==> src/rtl/alu_mc.sv <==
// rtl/alu_mc.sv - registered Hack ALU with valid/ready handshake; optional shift-add multiplier under ALU_MC_MUL_EN
module alu_mc #(
  parameter int WIDTH = 16
) (
  input  logic             clk,
  input  logic             rst_n,
  input  logic             in_valid,
  output logic             in_ready,
  input  logic [WIDTH-1:0] x,
  input  logic [WIDTH-1:0] y,
  input  logic [5:0]       ctrl,
  input  logic             mul,
  output logic             out_valid,
  input  logic             out_ready,
  output logic [WIDTH-1:0] out,
  output logic             zr,
  output logic             ng,
  output logic             cout,
  output logic             ovf
);

  logic [WIDTH-1:0] x1, x2, y1, y2, r, hack_out;
  logic [WIDTH:0]   sum;
  logic             hack_cout, hack_ovf;

  logic [WIDTH-1:0] out_q, out_d;
  logic             cout_q, cout_d, ovf_q, ovf_d, valid_q, valid_d;
  logic             idle, accept, consume;

  always_comb begin
    x1        = ctrl[5] ? '0 : x;
    x2        = ctrl[4] ? ~x1 : x1;
    y1        = ctrl[3] ? '0 : y;
    y2        = ctrl[2] ? ~y1 : y1;
    sum       = {1'b0, x2} + {1'b0, y2};
    r         = ctrl[1] ? sum[WIDTH-1:0] : (x2 & y2);
    hack_out  = ctrl[0] ? ~r : r;
    hack_cout = ctrl[1] & sum[WIDTH];
    hack_ovf  = ctrl[1] & (x2[WIDTH-1] == y2[WIDTH-1]) & (sum[WIDTH-1] != x2[WIDTH-1]);
  end

`ifdef ALU_MC_MUL_EN
  typedef enum logic {IDLE, MUL} state_t;
  localparam int CW = $clog2(WIDTH);

  state_t             state_q, state_d;
  logic [CW-1:0]      cnt_q, cnt_d;
  logic [2*WIDTH-1:0] acc_q, acc_d, mcand_q, mcand_d, acc_step;
  logic [WIDTH-1:0]   mplier_q, mplier_d;

  assign idle = (state_q == IDLE);
`else
  logic unused_mul;
  assign unused_mul = mul;
  assign idle       = 1'b1;
`endif

  assign in_ready = idle && (!valid_q || out_ready);
  assign accept   = in_valid && in_ready;
  assign consume  = valid_q && out_ready;

  always_comb begin
    out_d   = out_q;
    cout_d  = cout_q;
    ovf_d   = ovf_q;
    valid_d = valid_q;
`ifdef ALU_MC_MUL_EN
    state_d  = state_q;
    cnt_d    = cnt_q;
    acc_d    = acc_q;
    mcand_d  = mcand_q;
    mplier_d = mplier_q;
    acc_step = mplier_q[0] ? acc_q + mcand_q : acc_q;
`endif
    if (consume) valid_d = 1'b0;
    if (accept) begin
`ifdef ALU_MC_MUL_EN
      if (mul) begin
        state_d  = MUL;
        cnt_d    = '0;
        acc_d    = '0;
        mcand_d  = {{WIDTH{1'b0}}, x};
        mplier_d = y;
      end else begin
`else
      begin
`endif
        out_d   = hack_out;
        cout_d  = hack_cout;
        ovf_d   = hack_ovf;
        valid_d = 1'b1;
      end
    end
`ifdef ALU_MC_MUL_EN
    else if (state_q == MUL) begin
      // one LSB-first partial product per cycle; the last step publishes the result directly
      acc_d    = acc_step;
      mcand_d  = mcand_q << 1;
      mplier_d = mplier_q >> 1;
      cnt_d    = cnt_q + 1'b1;
      if (cnt_q == CW'(WIDTH - 1)) begin
        state_d = IDLE;
        out_d   = acc_step[WIDTH-1:0];
        ovf_d   = |acc_step[2*WIDTH-1:WIDTH];
        cout_d  = 1'b0;
        valid_d = 1'b1;
      end
    end
`endif
  end

  always_ff @(posedge clk) begin
    if (!rst_n) begin
      out_q   <= '0;
      cout_q  <= 1'b0;
      ovf_q   <= 1'b0;
      valid_q <= 1'b0;
`ifdef ALU_MC_MUL_EN
      state_q  <= IDLE;
      cnt_q    <= '0;
      acc_q    <= '0;
      mcand_q  <= '0;
      mplier_q <= '0;
`endif
    end else begin
      out_q   <= out_d;
      cout_q  <= cout_d;
      ovf_q   <= ovf_d;
      valid_q <= valid_d;
`ifdef ALU_MC_MUL_EN
      state_q  <= state_d;
      cnt_q    <= cnt_d;
      acc_q    <= acc_d;
      mcand_q  <= mcand_d;
      mplier_q <= mplier_d;
`endif
    end
  end

  assign out       = out_q;
  assign out_valid = valid_q;
  assign cout      = cout_q;
  assign ovf       = ovf_q;
  assign zr        = (out_q == '0);
  assign ng        = out_q[WIDTH-1];

endmodule

==> config.mk <==
export PLATFORM = sky130hd
export DESIGN_NAME = alu_mc
export DESIGN_NICKNAME = d
export VERILOG_FILES = /design/src/rtl/alu_mc.sv
export SDC_FILE = /design/constraint.sdc
export NUM_CORES = 1
export LEC_CHECK = 0
export CORE_MARGIN = 2
export CORE_UTILIZATION = 25
export DETAILED_ROUTE_END_ITERATION = 7
export GPL_ROUTABILITY_DRIVEN = 0
export RECOVER_POWER = 25
export SKIP_CTS_REPAIR_TIMING = 1
export SYNTH_ARGS = -nofsm -noshare
export SYNTH_HDL_FRONTEND = slang
export SYNTH_SLANG_ARGS = --single-unit
==> constraint.sdc <==
create_clock -name clk -period 3.2 [get_ports clk]
set_input_delay 0.64 -clock clk [delete_from_list [all_inputs] [get_ports clk]]
set_output_delay 0.64 -clock clk [all_outputs]
set_load 0.05 [all_outputs]
Fig. 1: run 1, placed standard cells
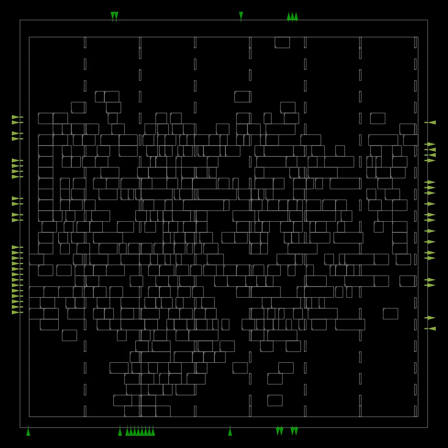
# rows: 35
flop share of the area: 0.107
core area: 9280 um2
FF+latch count: 19

Fig. 2: run 1, placed cells, one color a class
(4 px per um)
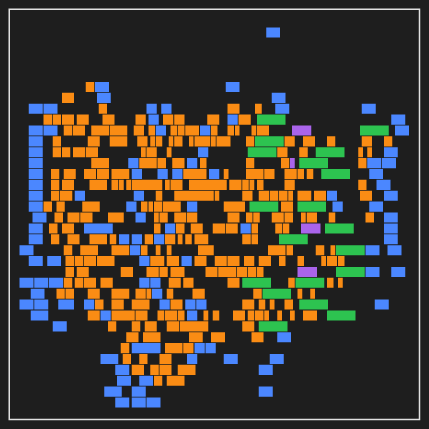
[remaining buffers and delay cells] blue | cells: 106 | share of their area: 29%
[sequential cells] green | cells: 19 | share of their area: 11%
[combinational and other logic] orange | cells: 259 | share of their area: 58%
[clock drivers and dummy loads] purple | cells: 4 | share of their area: 1.3%
final non-filler cell area: 3540 um2
fin util: 0.381

==> impl_metrics.env, run 1 <==
# physical design summary
export IMPL_leakagePower_nw=1.45
export IMPL_nets=449
export IMPL_fp_nets=355
export IMPL_ys_ff=19
export IMPL_cts_buffers=3
export IMPL_io_pins=65
export IMPL_cts_tree="yes"
export IMPL_wl_met2_um=2910
export IMPL_finalSetupViolations=0
export IMPL_viasPerCell=4.57
export IMPL_ys_flop_type="dfxtp_1"
export IMPL_met3WireLength_um=298
export IMPL_first_pass_iters=4
export IMPL_wirelength_met1_um=3230
export IMPL_largest_area_cell="xnor2_1"
export IMPL_worst_ep_arrival_time_ns=3.21
export IMPL_slew_headroom=0.657
export IMPL_internal_power_mw=0.786
export IMPL_clock_skew_ns=0.000853
export IMPL_status="finished clean"
export IMPL_grt_pass1_wl_um=10800
export IMPL_dr_max_layer_used="met4"
export IMPL_hold_viol=0
export IMPL_area_delta_synth_final_pct=46.9
export IMPL_yosysTopAreaCellShare=0.163
export IMPL_fillers=1001
export IMPL_hold_ws_ns=0.474
export IMPL_grt_ovfl_total=0
export IMPL_min_path_type="flop to flop"
export IMPL_yosysChipArea_um2=2410
export IMPL_clkTransAtPathRegs_ns=0.07
export IMPL_grt_pass1_vias=2230
export IMPL_synthCells=295
export IMPL_p_switching_mw=0.592
export IMPL_fp_dieH_um=102
export IMPL_topCellsByArea="xnor2_1 16%, dfxtp_1 16%, nand2b_1 8.8%"
export IMPL_critPathMaxFanout=8
Fig. 3: run 1, signal wires on met1
(4 px per um) Supply wires on this layer in gray. Cells faint in the background.
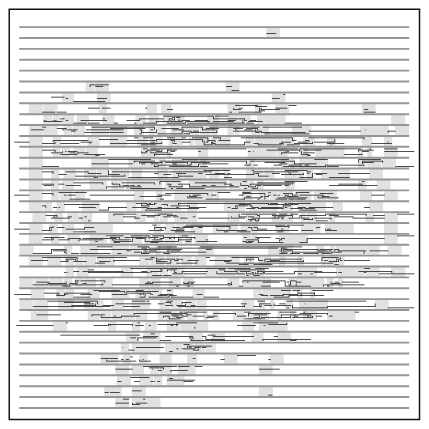
wire length on this layer: 3230 um
nets with wire on the layer: 405
main direction: horizontal
GR met1 Demand/Resource: 0.188
vias: 2361
final WL: 6500 um

run 1: worst max-delay path, cell delays in order:
cell and delay, ns:
clkdlybuf4s50_1 0.51, buf_12 0.20, buf_12 0.13, xnor2_1 0.12, ha_1 0.33, nand2_1 0.10
buf_4 0.15, o41ai_4 0.40, buf_4 0.19, xor2_2 0.07, a211o_1 0.29, nand3_1 0.07
run 1: cell families (layout without fill, tap and decap cells):
| group | count (synthesis) | in the layout | share of synthesized area |
|---|---|---|---|
| xor+xnor | 52 | 52 | 0.189 |
| flops | 19 | 19 | 0.158 |
| fa+ha+maj | 17 | 17 | 0.0913 |
| simple gates | 103 | 103 | 0.236 |
| mux | 8 | 8 | 0.0337 |
| compound gates | 73 | 73 | 0.236 |
| buf+inv | 23 | 116 | 0.0566 |
run 1: registers in the layout (all words and copies together) (netlist names):
name       cells
cout           1
out           16
out_valid      1
ovf            1
run 1: layout make-up:
class | instances | area (um2) | area share
Timing Repair Buffer | 106 | 990 | 0.280
Multi-Input combinational cell | 253 | 1940 | 0.548
Clock buffer | 4 | 45.0 | 0.0127
Sequential cell | 19 | 380 | 0.107
Inverter | 6 | 22.5 | 0.00636
Tap cell | 129 | 161 | 0.0456
run 1: metrics by stage:
step           setup slack [ns]  instance area, um2  utilization  cells
3_5_place_dp             -0.304                3440        0.370    513
3_3_place_gp             -0.257                3440        0.370    513
6_report                  0.191                3540        0.381    517
5_1_grt                  0.0432                3540        0.381    517
2_1_floorplan           0.00589                2410            -    295
4_1_cts                 -0.0323                3480        0.375    517
run 1: Yosys cell counts, types with 2 or more instances:
cell	number
o21bai_1	2
a31oi_1	5
clkbuf_1	9
o21ai_1	5
a211o_1	2
o21ai_0	3
o311ai_1	3
nor3_1	3
xnor2_1	45
o21bai_2	2
o2bb2ai_1	3
a211oi_2	2
mux2i_1	7
dfxtp_1	19
nor2b_1	3
nor4_1	4
a21o_1	5
inv_1	6
nand4_1	2
a21oi_1	15
buf_6	2
nand3_1	14
o21ai_2	2
clkbuf_8	3
o31ai_1	3
or3_1	3
o211ai_1	4
and2_1	3
o21a_1	3
nand2b_1	34
nor2_1	8
xor2_1	7
ha_1	16
o211a_1	2
nand2_1	20
a211oi_1	2
run 1: path summary, 6_finish.rpt:
check / end / slack [ns] / depth (start not counted)
min reg2reg: cout$_SDFFE_PN0P_ / 0.47 / 2
min: cout$_SDFFE_PN0P_ / 0.47 / 2
max: out[11]$_SDFFE_PN0P_ / 0.19 / 12
max reg2reg: out[7]$_SDFFE_PN0P_ / 1.59 / 6
run 1: power groups by stage:
stage | Sequential (mW) | Combinational [mW] | Clock [mW]
2_1_floorplan | 0.389 | 0.493 | 0
3_3_place_gp | 0.296 | 0.894 | 0
3_5_place_dp | 0.297 | 0.905 | 0
4_1_cts | 0.291 | 0.909 | 0.172
5_1_grt | 0.294 | 1.00 | 0.183
6_report | 0.289 | 0.920 | 0.168
run 1: layer usage:
metal,up-vias,track usage
met5,-,0
met4,0,0.0277
met2,66,0.203
met1,1048,0.188
li1,1240,-
met3,7,0.0103
==> run 1 -> run 2 <==
--- a/config.mk
+++ b/config.mk
@@ -5,10 +5,10 @@
 export SDC_FILE = /design/constraint.sdc
 export NUM_CORES = 1
 export LEC_CHECK = 0
-export CORE_MARGIN = 2
-export CORE_UTILIZATION = 25
+export CORE_MARGIN = 5
+export CORE_UTILIZATION = 45
 export DETAILED_ROUTE_END_ITERATION = 7
-export GPL_ROUTABILITY_DRIVEN = 0
+export PLACE_DENSITY = 0.78
 export RECOVER_POWER = 25
 export SKIP_CTS_REPAIR_TIMING = 1
 export SYNTH_ARGS = -nofsm -noshare
Fig. 4: run 2, wires at chosen ports, followed through buffers
(3 px per um)
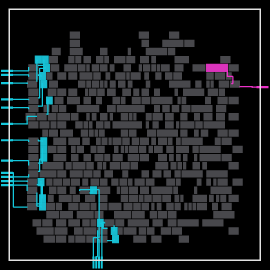
[y] cyan | direction: input | edge: 12 left, 4 bottom | end cells: 16 | buffers: 16 | wire: 238 um
[out_valid] magenta | direction: output | edge: right | end cells: 1 | buffers: 1 | wire: 13.1 um

==> impl_metrics.env, run 2 <==
# physical design summary
export IMPL_status="finished clean"
export IMPL_area_delta_synth_final_pct=44.7
export IMPL_clkTransAtPathRegs_ns=0.07
export IMPL_clock_skew_ns=0.00285
export IMPL_rr_worst_depth=5
export IMPL_xor_share=0.189
export IMPL_worst_ep_arrival_time_ns=3.24
export IMPL_slew_headroom=0.660
export IMPL_ys_ff=19
export IMPL_grt_pass1_vias=2390
export IMPL_grt_pass1_wl_um=10700
export IMPL_top_cells_by_count="45 x xnor2_1, 34 x nand2b_1, 20 x nand2_1, 19 x dfxtp_1, 16 x ha_1"
export IMPL_finalSetupViolations=0
export IMPL_simple_gate_area_frac=0.236
export IMPL_vias=2451
export IMPL_aoi_share=0.236
export IMPL_hold_viol=0
export IMPL_fp_dieH_um=83.2
export IMPL_min_path_cells=2
export IMPL_critPathMaxFanout=10
export IMPL_io_pins=65
export IMPL_yosysChipArea_um2=2410
export IMPL_met1_usage=0.222
export IMPL_ys_sh_adder=0.0913
export IMPL_ys_flop_type="dfxtp_1"
export IMPL_topCellsByArea="xnor2_1 16%, dfxtp_1 16%, nand2b_1 8.8%"
export IMPL_grt_ovfl_total=0
export IMPL_nets=453
export IMPL_largest_area_cell="xnor2_1"
export IMPL_synthCells=295
export IMPL_viasPerCell=5.31
Fig. 5: run 2, placed standard cells
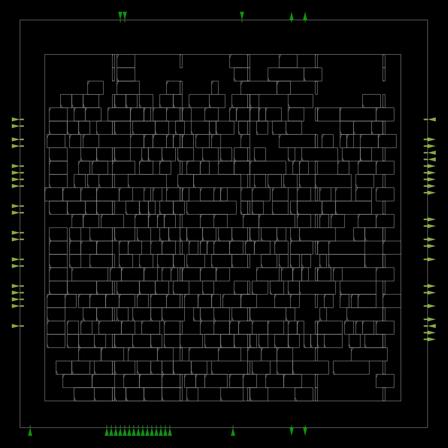
fillers: 459
Final Non-Filler Cells: 462

-- run 2: worst paths after layout --
check	start	endpoint	slack, ns
min	cout$_SDFFE_PN0P_	cout$_SDFFE_PN0P_	0.47
max	ctrl[4]	out[9]$_SDFFE_PN0P_	0.13
max reg2reg	out_valid$_SDFFE_PN0P_	out[11]$_SDFFE_PN0P_	1.64
min reg2reg	cout$_SDFFE_PN0P_	cout$_SDFFE_PN0P_	0.47
-- run 2: logic make-up after synthesis --
family | count (synthesis)
AND/OR/NAND/NOR | 103
XOR/XNOR | 52
multiplexers | 8
AND-OR/OR-AND | 73
adder cells (fa/ha/maj) | 17
flip-flops | 19
buffers and inverters | 23
-- run 2: worst max-delay path, stage by stage --
cell,delay (ns)
clkdlybuf4s50_1,0.59
buf_6,0.20
xnor2_1,0.09
ha_1,0.33
o21ai_1,0.22
o21ai_2,0.09
o211a_1,0.15
or3_1,0.31
a31oi_1,0.27
mux2i_1,0.14
a31o_1,0.20
-- run 2: through the flow --
stage                      util  instance area, um2  setup WS [ns]  cells  TNS (ns)
after global routing      0.679                3490        -0.0103    462   -0.0103
after global placement    0.658                3380         -0.198    458     -1.06
after CTS                 0.667                3430         0.0400    462         0
after floorplan               -                2410        0.00589    295         0
final                     0.679                3490          0.126    462         0
after detailed placement  0.658                3380         -0.235    458     -1.32
-- run 2: metal layers --
metal / routed length [um] / vias to the layer above / part of all wire
met5: 0 / - / 0
met4: 92 / 0 / 0.014
met3: 367 / 10 / 0.057
met2: 3130 / 71 / 0.49
met1: 2850 / 1129 / 0.44
li1: - / 1241 / -
-- run 2: area by class of cell --
| class | count | area, um2 | area share |
|---|---|---|---|
| multi-input combinational | 253 | 1940 | 0.557 |
| timing repair buffer | 110 | 1010 | 0.290 |
| sequential | 19 | 380 | 0.109 |
| tap | 70 | 87.6 | 0.0251 |
| clock buffer | 4 | 45.0 | 0.0129 |
| inverter | 6 | 22.5 | 0.00645 |
-- run 2: power groups by stage --
stage / logic (mW) / registers (mW) / clock network, mW
3_3_place_gp: 0.885 / 0.294 / 0
2_1_floorplan: 0.493 / 0.389 / 0
4_1_cts: 0.911 / 0.290 / 0.174
3_5_place_dp: 0.908 / 0.296 / 0
5_1_grt: 0.998 / 0.294 / 0.184
6_report: 0.922 / 0.290 / 0.174
==> run 2 -> run 3 <==
--- a/config.mk
+++ b/config.mk
@@ -6,9 +6,8 @@
 export NUM_CORES = 1
 export LEC_CHECK = 0
 export CORE_MARGIN = 5
-export CORE_UTILIZATION = 45
+export CORE_UTILIZATION = 35
 export DETAILED_ROUTE_END_ITERATION = 7
-export PLACE_DENSITY = 0.78
 export RECOVER_POWER = 25
 export SKIP_CTS_REPAIR_TIMING = 1
 export SYNTH_ARGS = -nofsm -noshare
Fig. 6: run 3, cell density map
(4 px per um) The die is cut into 9 by 9 equal tiles; dark blue is low, red is high, 0 to 100% covered.
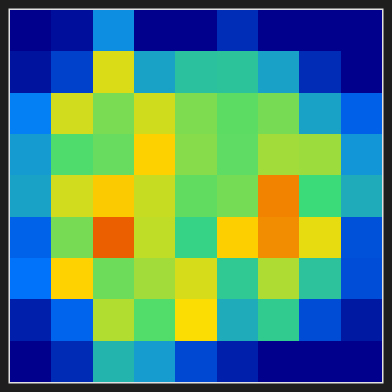
nearly empty tiles: 14%
emptiest ninth of the die: upper right
mean over tiles: 39%
fullest tile: 89%
tiles over 75% full: 8.6%
FP Core Util: 0.357
fin util: 0.519
core area: 6760 um2

==> impl_metrics.env, run 3 <==
# physical design summary
export IMPL_status="finished clean"
export IMPL_setup_slack_ns=0.111
export IMPL_yosysMostFrequentCell="xnor2_1"
export IMPL_fp_nets=355
export IMPL_startpoint="ctrl[4]"
export IMPL_syn_area_per_cell_um2=8.17
export IMPL_reg2reg_from="out_valid$_SDFFE_PN0P_"
export IMPL_area_delta_synth_final_pct=45.4
export IMPL_slowest_delay_ns=0.49
export IMPL_topCellsByArea="xnor2_1 16%, dfxtp_1 16%, nand2b_1 8.8%"
export IMPL_min_from="cout$_SDFFE_PN0P_"
export IMPL_clock_skew_ns=0.00559
export IMPL_ys_sh_adder=0.0913
export IMPL_worst_ep_arrival_time_ns=3.24
export IMPL_logic_family="AND-OR/OR-AND gates"
export IMPL_yosysChipArea_um2=2410
export IMPL_io_pins=65
export IMPL_synthCells=295
export IMPL_leakagePower_nw=1.46
export IMPL_fillers=670
export IMPL_final_cell_mix="54 x clkdlybuf4s50_1, 44 x xnor2_1, 43 x buf_4"
export IMPL_slew_headroom=0.658
export IMPL_crit_family="AND-OR/OR-AND gates"
export IMPL_nets=453
export IMPL_critPathMaxFanout=4
export IMPL_ys_flop_type="dfxtp_1"
export IMPL_mux_share=0.0337
export IMPL_viasPerCell=5.02
export IMPL_row_count=30
export IMPL_largest_area_cell="xnor2_1"
export IMPL_hold_viol=0
export IMPL_xor_share=0.189
export IMPL_simple_gate_area_frac=0.236
export IMPL_place_ws_ns=-0.285
export IMPL_fp_dieH_um=93
export IMPL_register_area_um2=380
export IMPL_first_pass_iters=4
export IMPL_cp_cell_sequence="clkdlybuf4s50_1 > xnor2_1 > ha_1 > a211oi_2 > o21ai_2 > o211a_1 > or3_1 > a31oi_1 > mux2i_1 > a31o_1"
export IMPL_start_kind="primary input"
export IMPL_critPathSlowestCell="clkdlybuf4s50_1"
export IMPL_cts_buffers=3
export IMPL_grt_ovfl_total=0
export IMPL_path_buffers=1
export IMPL_cts_tree="yes"
export IMPL_aoi_share=0.236
export IMPL_vias=2370
export IMPL_grt_pass1_vias=2254
Fig. 7: run 3, placed cells, one color a class
(4 px per um)
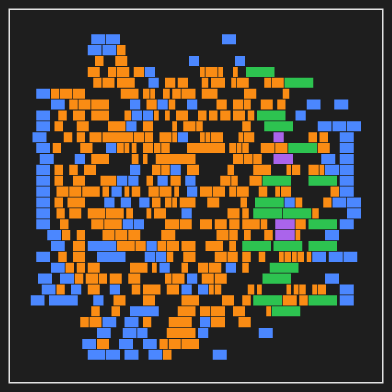
[remaining buffers and delay cells] blue | cells: 110 | share of their area: 30%
[combinational and other logic] orange | cells: 259 | share of their area: 57%
[sequential cells] green | cells: 19 | share of their area: 11%
[clock drivers and dummy loads] purple | cells: 4 | share of their area: 1.4%

[run 3: per-stage QoR]
step           area, um2  hold WS (ns)  setup TNS [ns]  cells
2_1_floorplan       2410         0.681               0    295
3_3_place_gp        3430         0.465           -1.34    468
3_5_place_dp        3430         0.475           -1.64    468
4_1_cts             3480         0.485         -0.0355    472
5_1_grt             3500         0.501         -0.0510    472
6_report            3500         0.480               0    472
[run 3: path summary, 6_finish.rpt]
kind	endpoint	slack, ns	depth (start not counted)
hold / removal	cout$_SDFFE_PN0P_	0.48	2
setup reg to reg	out[10]$_SDFFE_PN0P_	1.58	5
setup / recovery	out[9]$_SDFFE_PN0P_	0.11	10
hold reg to reg	cout$_SDFFE_PN0P_	0.48	2
[run 3: cells by family after synthesis]
kind of cell    Yosys count
simple gates            103
compound gates           73
xor+xnor                 52
buf+inv                  23
flops                    19
fa+ha+maj                17
mux                       8
[run 3: area by class of cell]
class / count / share of cell area
clock buffer: 3 / 0.0118
clock inverter: 1 / 0.00214
inverter: 6 / 0.00643
multi-input combinational: 253 / 0.547
sequential: 19 / 0.109
tap: 80 / 0.0286
timing repair buffer: 110 / 0.296
[run 3: power breakdown]
group,leakage (nW),internal (mW),switching (mW)
logic,1.28,0.435,0.478
clock network,0.0217,0.0876,0.0798
registers,0.156,0.266,0.0226
[run 3: layer usage]
metal | vias to the layer above | track usage | part of all wire
li1 | 1249 | - | -
met1 | 1055 | 0.203 | 0.51
met2 | 58 | 0.234 | 0.43
met3 | 8 | 0.0153 | 0.047
met4 | 0 | 0.0281 | 0.013
met5 | - | 0 | 0
[run 3: worst reg2reg max path, delay by kind of cell (launching register included)]
kind               cells  cell delay, ns
and+or+nand+nor        3            0.84
AOI/OAI and AO/OA      2            0.43
DFF                    1            0.31
Power is estimated from default activity; no workload was simulated.
